`config.mk`:
```
export PLATFORM = sky130hd
export DESIGN_NAME = sd_adder_arbiter_flat
export DESIGN_NICKNAME = d
export VERILOG_FILES = /design/src/rtl/sd_adder_arbiter_pkg.sv /design/src/rtl/sd_adder_arbiter_if.sv /design/src/rtl/sd_adder_arbiter_adder.sv /design/src/rtl/sd_adder_arbiter.sv /design/src/flat_wrapper.sv
export SDC_FILE = /design/constraint.sdc
export NUM_CORES = 1
export LEC_CHECK = 0
export CAP_MARGIN = 20
export CORE_MARGIN = 3
export CORE_UTILIZATION = 30
export CTS_CLUSTER_SIZE = 10
export DETAILED_ROUTE_END_ITERATION = 8
export SETUP_SLACK_MARGIN = 0.05
export SLEW_MARGIN = 20
export SYNTH_ARGS = -nofsm -noshare
export SYNTH_HDL_FRONTEND = slang
export SYNTH_SLANG_ARGS = --single-unit
```
`constraint.sdc`:
```
create_clock -name clk -period 9.94 [get_ports clk]
set_clock_uncertainty 0.15 [all_clocks]
set_input_delay 2.485 -clock clk [delete_from_list [all_inputs] [get_ports clk]]
set_output_delay 2.485 -clock clk [all_outputs]
set_load 0.05 [all_outputs]
```
`src/rtl/sd_adder_arbiter_pkg.sv`:
```
// Shared digit-format constants and types for the signed-digit adder arbiter.
// Build option: SDADD_ARB_FIXED_PRIO_EN selects fixed priority instead of round-robin.
package sd_arith_pkg;
  localparam int NUM_DIGITS = 8;
  localparam int DIGIT_BITS = 3;
  localparam int RADIX      = 4;

  typedef logic req_id_t;

  // Requester 1 is marked as the previous winner so requester 0 wins first after reset.
  localparam req_id_t LAST_GRANT_RST = 1'b1;
endpackage

```
`src/rtl/sd_adder_arbiter_if.sv`:
```
// Request/response bundle between two digit pipelines and the shared adder arbiter.
// The master modport is the requester/consumer side; the slave modport is the arbiter.
interface sd_adder_arbiter_if
  import sd_arith_pkg::*;
#(
  parameter int no_of_digits = NUM_DIGITS,
  parameter int radix_bits   = DIGIT_BITS
);
  logic                               req0_valid;
  logic                               req0_ready;
  logic [no_of_digits*radix_bits-1:0] req0_din1;
  logic [no_of_digits*radix_bits-1:0] req0_din2;
  logic [radix_bits-1:0]              req0_cin;

  logic                               req1_valid;
  logic                               req1_ready;
  logic [no_of_digits*radix_bits-1:0] req1_din1;
  logic [no_of_digits*radix_bits-1:0] req1_din2;
  logic [radix_bits-1:0]              req1_cin;

  logic                               rsp_valid;
  logic                               rsp_ready;
  req_id_t                            rsp_id;
  logic [no_of_digits*radix_bits-1:0] rsp_dout;
  logic [radix_bits-1:0]              rsp_cout;

  modport master (
    output req0_valid, req0_din1, req0_din2, req0_cin,
    output req1_valid, req1_din1, req1_din2, req1_cin,
    output rsp_ready,
    input  req0_ready, req1_ready,
    input  rsp_valid, rsp_id, rsp_dout, rsp_cout
  );

  modport slave (
    input  req0_valid, req0_din1, req0_din2, req0_cin,
    input  req1_valid, req1_din1, req1_din2, req1_cin,
    input  rsp_ready,
    output req0_ready, req1_ready,
    output rsp_valid, rsp_id, rsp_dout, rsp_cout
  );
endinterface

```
`src/rtl/sd_adder_arbiter_adder.sv`:
```
// Combinational radix-4 signed-digit adder: each digit sum is split into a transfer
// (-1/0/+1) to the next digit and a residual, then the incoming transfer is added.
module radix4adder_new #(
  parameter int no_of_digits = 8,
  parameter int radix_bits   = 3,
  parameter int radix        = 4
) (
  input  logic [no_of_digits*radix_bits-1:0] din1,
  input  logic [no_of_digits*radix_bits-1:0] din2,
  input  logic [radix_bits-1:0]              cin,
  output logic [no_of_digits*radix_bits-1:0] dout,
  output logic [radix_bits-1:0]              cout
);
  localparam int DW = no_of_digits * radix_bits;
  localparam int SW = radix_bits + 1;
  localparam logic signed [SW-1:0]   RAD_S = SW'(radix);
  localparam logic [radix_bits-1:0] RAD_D = radix_bits'(radix);

  logic [DW-1:0] xfer_out;
  logic [DW-1:0] xfer_in;

  // Digit i receives the transfer produced by digit i-1; digit 0 receives cin.
  assign xfer_in = {xfer_out[DW-radix_bits-1:0], cin};
  assign cout    = xfer_out[DW-1 -: radix_bits];

  for (genvar g = 0; g < no_of_digits; g++) begin : g_digit
    logic [radix_bits-1:0] a;
    logic [radix_bits-1:0] b;
    logic signed [SW-1:0]  s;
    logic                  pos;
    logic                  neg;

    assign a   = din1[g*radix_bits +: radix_bits];
    assign b   = din2[g*radix_bits +: radix_bits];
    assign s   = $signed({a[radix_bits-1], a}) + $signed({b[radix_bits-1], b});
    assign pos = (s >= RAD_S);
    assign neg = (s <= -RAD_S);

    assign xfer_out[g*radix_bits +: radix_bits] = pos ? radix_bits'(1) : (neg ? '1 : '0);
    // Out-of-range digits wrap; the adder deliberately does not saturate.
    assign dout[g*radix_bits +: radix_bits] = s[radix_bits-1:0]
                                            + xfer_in[g*radix_bits +: radix_bits]
                                            - (pos ? RAD_D : '0)
                                            + (neg ? RAD_D : '0);
  end
endmodule

```
`src/rtl/sd_adder_arbiter.sv`:
```
// Two-requester arbiter around one shared radix-4 signed-digit adder with a
// single-entry registered response slot. Build option: SDADD_ARB_FIXED_PRIO_EN.
module sd_adder_arbiter
  import sd_arith_pkg::*;
#(
  parameter int no_of_digits = NUM_DIGITS,
  parameter int radix_bits   = DIGIT_BITS,
  parameter int radix        = RADIX
) (
  input logic               clk,
  input logic               rst,
  sd_adder_arbiter_if.slave bus
);
  localparam int DW = no_of_digits * radix_bits;

  logic                  slot_free;
  logic                  grant_valid;
  logic                  accept;
  req_id_t               grant;
  logic [DW-1:0]         op_a;
  logic [DW-1:0]         op_b;
  logic [radix_bits-1:0] op_c;
  logic [DW-1:0]         sum;
  logic [radix_bits-1:0] carry;

  logic                  rsp_valid_q, rsp_valid_d;
  req_id_t               rsp_id_q, rsp_id_d;
  logic [DW-1:0]         rsp_dout_q, rsp_dout_d;
  logic [radix_bits-1:0] rsp_cout_q, rsp_cout_d;

  assign slot_free   = !rsp_valid_q || bus.rsp_ready;
  assign grant_valid = bus.req0_valid || bus.req1_valid;
  assign accept      = !rst && slot_free && grant_valid;

`ifdef SDADD_ARB_FIXED_PRIO_EN
  assign grant = bus.req0_valid ? 1'b0 : 1'b1;
`else
  req_id_t last_grant_q, last_grant_d;

  // On a collision the requester that did not win last time is served.
  always_comb begin
    grant = bus.req0_valid ? 1'b0 : 1'b1;
    if (bus.req0_valid && bus.req1_valid) grant = ~last_grant_q;
  end

  assign last_grant_d = accept ? grant : last_grant_q;

  always_ff @(posedge clk) begin
    if (rst) last_grant_q <= LAST_GRANT_RST;
    else     last_grant_q <= last_grant_d;
  end
`endif

  assign bus.req0_ready = accept && (grant == 1'b0);
  assign bus.req1_ready = accept && (grant == 1'b1);

  assign op_a = grant ? bus.req1_din1 : bus.req0_din1;
  assign op_b = grant ? bus.req1_din2 : bus.req0_din2;
  assign op_c = grant ? bus.req1_cin  : bus.req0_cin;

  radix4adder_new #(
    .no_of_digits(no_of_digits),
    .radix_bits  (radix_bits),
    .radix       (radix)
  ) u_adder (
    .din1(op_a),
    .din2(op_b),
    .cin (op_c),
    .dout(sum),
    .cout(carry)
  );

  // The slot refills in the same cycle it drains, so a stalled consumer only
  // blocks new grants while the slot is full.
  always_comb begin
    rsp_valid_d = rsp_valid_q;
    rsp_id_d    = rsp_id_q;
    rsp_dout_d  = rsp_dout_q;
    rsp_cout_d  = rsp_cout_q;
    if (accept) begin
      rsp_valid_d = 1'b1;
      rsp_id_d    = grant;
      rsp_dout_d  = sum;
      rsp_cout_d  = carry;
    end else if (bus.rsp_ready) begin
      rsp_valid_d = 1'b0;
    end
  end

  always_ff @(posedge clk) begin
    if (rst) begin
      rsp_valid_q <= 1'b0;
      rsp_id_q    <= 1'b0;
      rsp_dout_q  <= '0;
      rsp_cout_q  <= '0;
    end else begin
      rsp_valid_q <= rsp_valid_d;
      rsp_id_q    <= rsp_id_d;
      rsp_dout_q  <= rsp_dout_d;
      rsp_cout_q  <= rsp_cout_d;
    end
  end

  assign bus.rsp_valid = rsp_valid_q;
  assign bus.rsp_id    = rsp_id_q;
  assign bus.rsp_dout  = rsp_dout_q;
  assign bus.rsp_cout  = rsp_cout_q;
endmodule

```
`src/flat_wrapper.sv`:
```
// flat-port wrapper written by rule: the top's interface ports become plain ports
module sd_adder_arbiter_flat import sd_arith_pkg::*;
#(
  parameter int no_of_digits = NUM_DIGITS,
  parameter int radix_bits   = DIGIT_BITS,
  parameter int radix        = RADIX
)
  (clk, rst, bus_req0_valid, bus_req0_din1, bus_req0_din2, bus_req0_cin, bus_req1_valid, bus_req1_din1, bus_req1_din2, bus_req1_cin, bus_rsp_ready, bus_req0_ready, bus_req1_ready, bus_rsp_valid, bus_rsp_id, bus_rsp_dout, bus_rsp_cout);
  sd_adder_arbiter_if #(.no_of_digits(no_of_digits), .radix_bits(radix_bits)) bus_i ();
  input logic clk;
  input logic rst;
  input wire logic [$bits(bus_i.req0_valid)-1:0] bus_req0_valid;
  input wire logic [$bits(bus_i.req0_din1)-1:0] bus_req0_din1;
  input wire logic [$bits(bus_i.req0_din2)-1:0] bus_req0_din2;
  input wire logic [$bits(bus_i.req0_cin)-1:0] bus_req0_cin;
  input wire logic [$bits(bus_i.req1_valid)-1:0] bus_req1_valid;
  input wire logic [$bits(bus_i.req1_din1)-1:0] bus_req1_din1;
  input wire logic [$bits(bus_i.req1_din2)-1:0] bus_req1_din2;
  input wire logic [$bits(bus_i.req1_cin)-1:0] bus_req1_cin;
  input wire logic [$bits(bus_i.rsp_ready)-1:0] bus_rsp_ready;
  output wire logic [$bits(bus_i.req0_ready)-1:0] bus_req0_ready;
  output wire logic [$bits(bus_i.req1_ready)-1:0] bus_req1_ready;
  output wire logic [$bits(bus_i.rsp_valid)-1:0] bus_rsp_valid;
  output wire logic [$bits(bus_i.rsp_id)-1:0] bus_rsp_id;
  output wire logic [$bits(bus_i.rsp_dout)-1:0] bus_rsp_dout;
  output wire logic [$bits(bus_i.rsp_cout)-1:0] bus_rsp_cout;
  assign bus_i.req0_valid = bus_req0_valid;
  assign bus_i.req0_din1 = bus_req0_din1;
  assign bus_i.req0_din2 = bus_req0_din2;
  assign bus_i.req0_cin = bus_req0_cin;
  assign bus_i.req1_valid = bus_req1_valid;
  assign bus_i.req1_din1 = bus_req1_din1;
  assign bus_i.req1_din2 = bus_req1_din2;
  assign bus_i.req1_cin = bus_req1_cin;
  assign bus_i.rsp_ready = bus_rsp_ready;
  assign bus_req0_ready = bus_i.req0_ready;
  assign bus_req1_ready = bus_i.req1_ready;
  assign bus_rsp_valid = bus_i.rsp_valid;
  assign bus_rsp_id = bus_i.rsp_id;
  assign bus_rsp_dout = bus_i.rsp_dout;
  assign bus_rsp_cout = bus_i.rsp_cout;
  sd_adder_arbiter #(.no_of_digits(no_of_digits), .radix_bits(radix_bits), .radix(radix)) u_core (.clk(clk), .rst(rst), .bus(bus_i));
endmodule
```
==> flow_summary.ini, run 1 <==
; synthesis and place-and-route metrics
[outcome]
status = finished, final reports clean

[yosys]
ys_sh_adder_pct = 22.6
syn_area_um2 = 3370
synth-edff-count = 0
post-synth-top-count-cell = mux2_2
syn_area_per_cell_um2 = 9.33
fp_nets = 524
ys_top_logic_family = adder cells

[global_route]
grt_util_all_layers_pct = 14.1

[clock_network]
cts_resized = 0
htreeDepth = 2

[setup_path]
path_max_fanout = 36
crit_path_start = rst
cpMaxStageDelayCell = or3_2
required_ns = 7.31
timing.rr.start = u_core.last_grant_q
r2r-end = u_core.bus.rsp_dout[5]
crit_path_start_kind = primary input

[die]
die_area_um2 = 12500
die_w_um = 112

[power_and_ir_drop]
p_seq_share_pct = 19.3
p_sw_share_pct = 44.6

[route]
via_per_inst = 4.56

[sta]
fin_crit_sh_pct = 81.6
layout_min_cycle_time_ns = 8.11

[finish]
antenna_cells = 0
final_core_util_pct = 45.5

[placed_design]
placed_cells = 625
gp_congestion = 0.744
[run 1: layout make-up]
type | instances | area, um2 | share of cell area (%)
Inverter | 30 | 113 | 2.27
Sequential cell | 29 | 581 | 11.7
Clock buffer | 7 | 86.3 | 1.74
Timing Repair Buffer | 139 | 1390 | 28.0
Multi-Input combinational cell | 287 | 2620 | 52.8
Tap cell | 140 | 175 | 3.53
[run 1: power groups by stage]
stage | registers [W] | logic [W] | clock network [W]
5_1_grt | 0.000180 | 0.000697 | 0.000106
3_3_place_gp | 0.000177 | 0.000629 | 0
3_5_place_dp | 0.000177 | 0.000640 | 0
4_1_cts | 0.000175 | 0.000643 | 0.0000998
2_1_floorplan | 0.000295 | 0.000329 | 0
6_report | 0.000175 | 0.000634 | 0.0000963
**Run 1: sequential cells grouped by signal name**

Scale bar: 20 um.
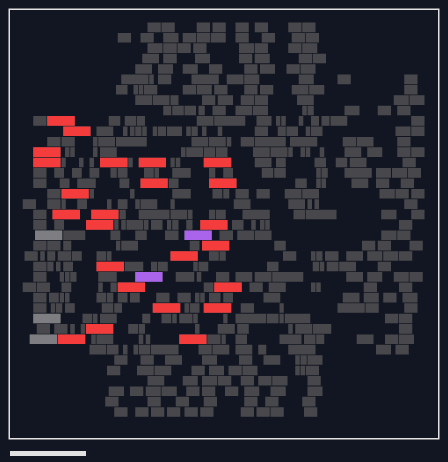
u_core.bus.rsp_dout: in red, sequential cells 24. u_core.bus.rsp_cout: in purple, sequential cells 2.
Another 3 sequential cells are not colored.

**Run 1: wires at chosen ports, followed through buffers**

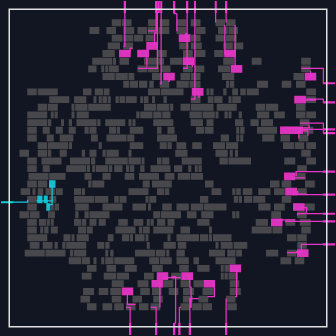
bus_req0_din2: in magenta, bits 24, direction input, end cells 24, buffers 24, wire 469 um. bus_req1_valid: in cyan, bits 1, direction input, end cells 4, buffers 1, wire 22.4 um.
port bufs: 137
I/O pins: 138

**Run 1: the clock network**

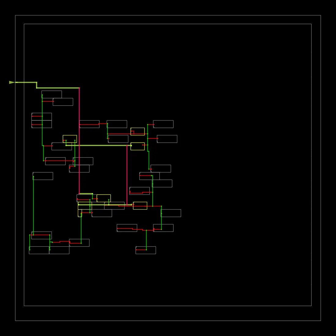
clock sink count: 29
CTS Buf Count: 5
# clk buffers: 7

## Run 2: what changed since run 1
Clock period 9.94 ns to 7 ns, I/O delays scaled along.
**Run 2: the clock network**

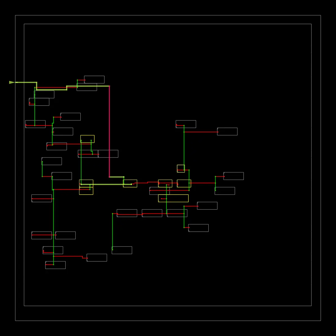
Clock Latency Late Sink: 0.27 ns
# clk buffers: 6
Seq cells: 29

**Run 2: wires at chosen ports, followed through buffers**

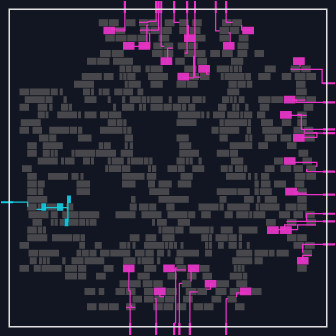
bus_req0_din2: in magenta, bits 24, direction input, end cells 24, buffers 24, wire 457 um. bus_req1_valid: in cyan, bits 1, direction input, end cells 4, buffers 1, wire 27.7 um.

**Run 2: cells by drive strength**

Scale bar: 20 um.
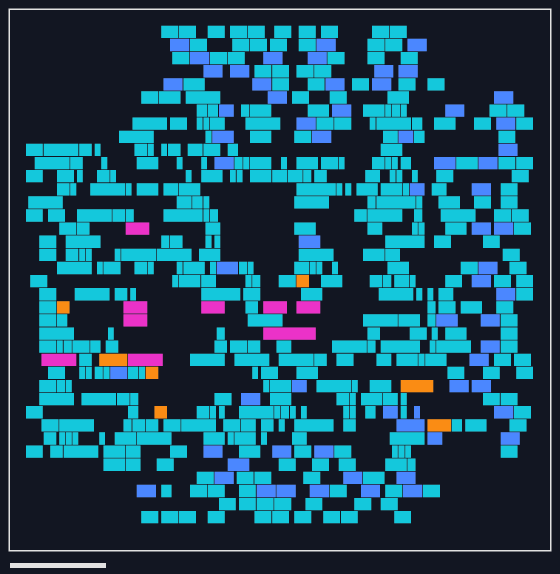
drive 6 and up: in magenta, cells 9, share 1.8%, most used clkbuf_8. drive 2: in blue, cells 65, share 13%, most used mux2_2. drive 1 or less: in cyan, cells 414, share 84%, most used clkdlybuf4s50_1. drive 3 to 4: in orange, cells 7, share 1.4%, most used buf_4.

==> run 2 against run 1 <==
Register-to-register slack got worse by 2.3 ns; highest routed layer unchanged; critical path depth increased by 2; critical path type unchanged; wire length increased by 0.37%; largest cell class unchanged; clock-buffer cell count decreased by 1; clock power increased by 89%; utilization increased by 0.64 points; total power increased by 46%; sequential power increased by about 40%.
==> flow_summary.ini, run 2 <==
; synthesis and place-and-route metrics
[outcome]
status = finished, final reports clean

[setup_path]
required_ns = 5.10
crit_path_start_kind = primary input
cpMaxStageDelayCell = clkdlybuf4s50_1
r2r-end = u_core.bus.rsp_dout[5]
crit_path_start = bus_req1_valid
path_max_fanout = 52
cp_data_arrival_time_ns = 3.75
timing.rr.start = u_core.last_grant_q
worstRegToRegCells = 15

[finish]
final_core_util_pct = 46.2
antenna_cells = 0
lay_top_count = clkdlybuf4s50_1
stdcell_count = 635

[placed_design]
gp_congestion = 0.775
dp_hpwl_um = 7050
portBuffers = 137
placed_cells = 627

[sta]
fin_crit_sh_pct = 80.7
fin_ws_ns = 1.35
hold_viol = 0
layout_min_cycle_time_ns = 5.65

[route]
via_per_inst = 4.53

[global_route]
grt_pass1_vias = 3009
grt_util_all_layers_pct = 13.7

[power_and_ir_drop]
maxPowerGroup = combinational cells
p_seq_w = 0.000245
p_sw_share_pct = 43.2
pg_clk_w = 0.000182
total_power_w = 0.00132
p_comb_w = 0.000892
vdd.ir_drop.worst_mv = 0.220
p_seq_share_pct = 18.6

[yosys]
post-synth-top-count-cell = mux2_2
syn_area_per_cell_um2 = 9.33
syn_area_um2 = 3370
fp_nets = 524
ys_cells = 361
synth-edff-count = 0

[die]
coreArea_um2 = 10900
die_w_um = 112
die_area_um2 = 12500
io_pins = 138

[clock_network]
clock_sinks = 29
htreeDepth = 2
numCtsBuffers = 5
cts_resized = 0
==> run 2: cell type report <==
class | count | area, um2 | share of cell area, %
Timing Repair Buffer | 141 | 1420 | 28.3
Tap cell | 140 | 175 | 3.48
Sequential cell | 29 | 581 | 11.5
Clock inverter | 2 | 37.5 | 0.746
Inverter | 30 | 113 | 2.24
Multi-Input combinational cell | 287 | 2620 | 52.0
Clock buffer | 6 | 82.6 | 1.64
==> run 2: logic make-up (layout without fill, tap and decap cells) <==
kind of cell             Yosys count  after routing  share of synthesized area (%)
adder cells (fa/ha/maj)           56             56                           22.6
buffers and inverters             45            179                           5.50
multiplexers                      56             56                           18.5
AND/OR/NAND/NOR                  102            102                           15.6
flip-flops                        29             29                           17.2
AND-OR/OR-AND                     42             42                           9.47
XOR/XNOR                          31             31                           11.1
No activity file was given, so power comes from the tool's default toggle rates.
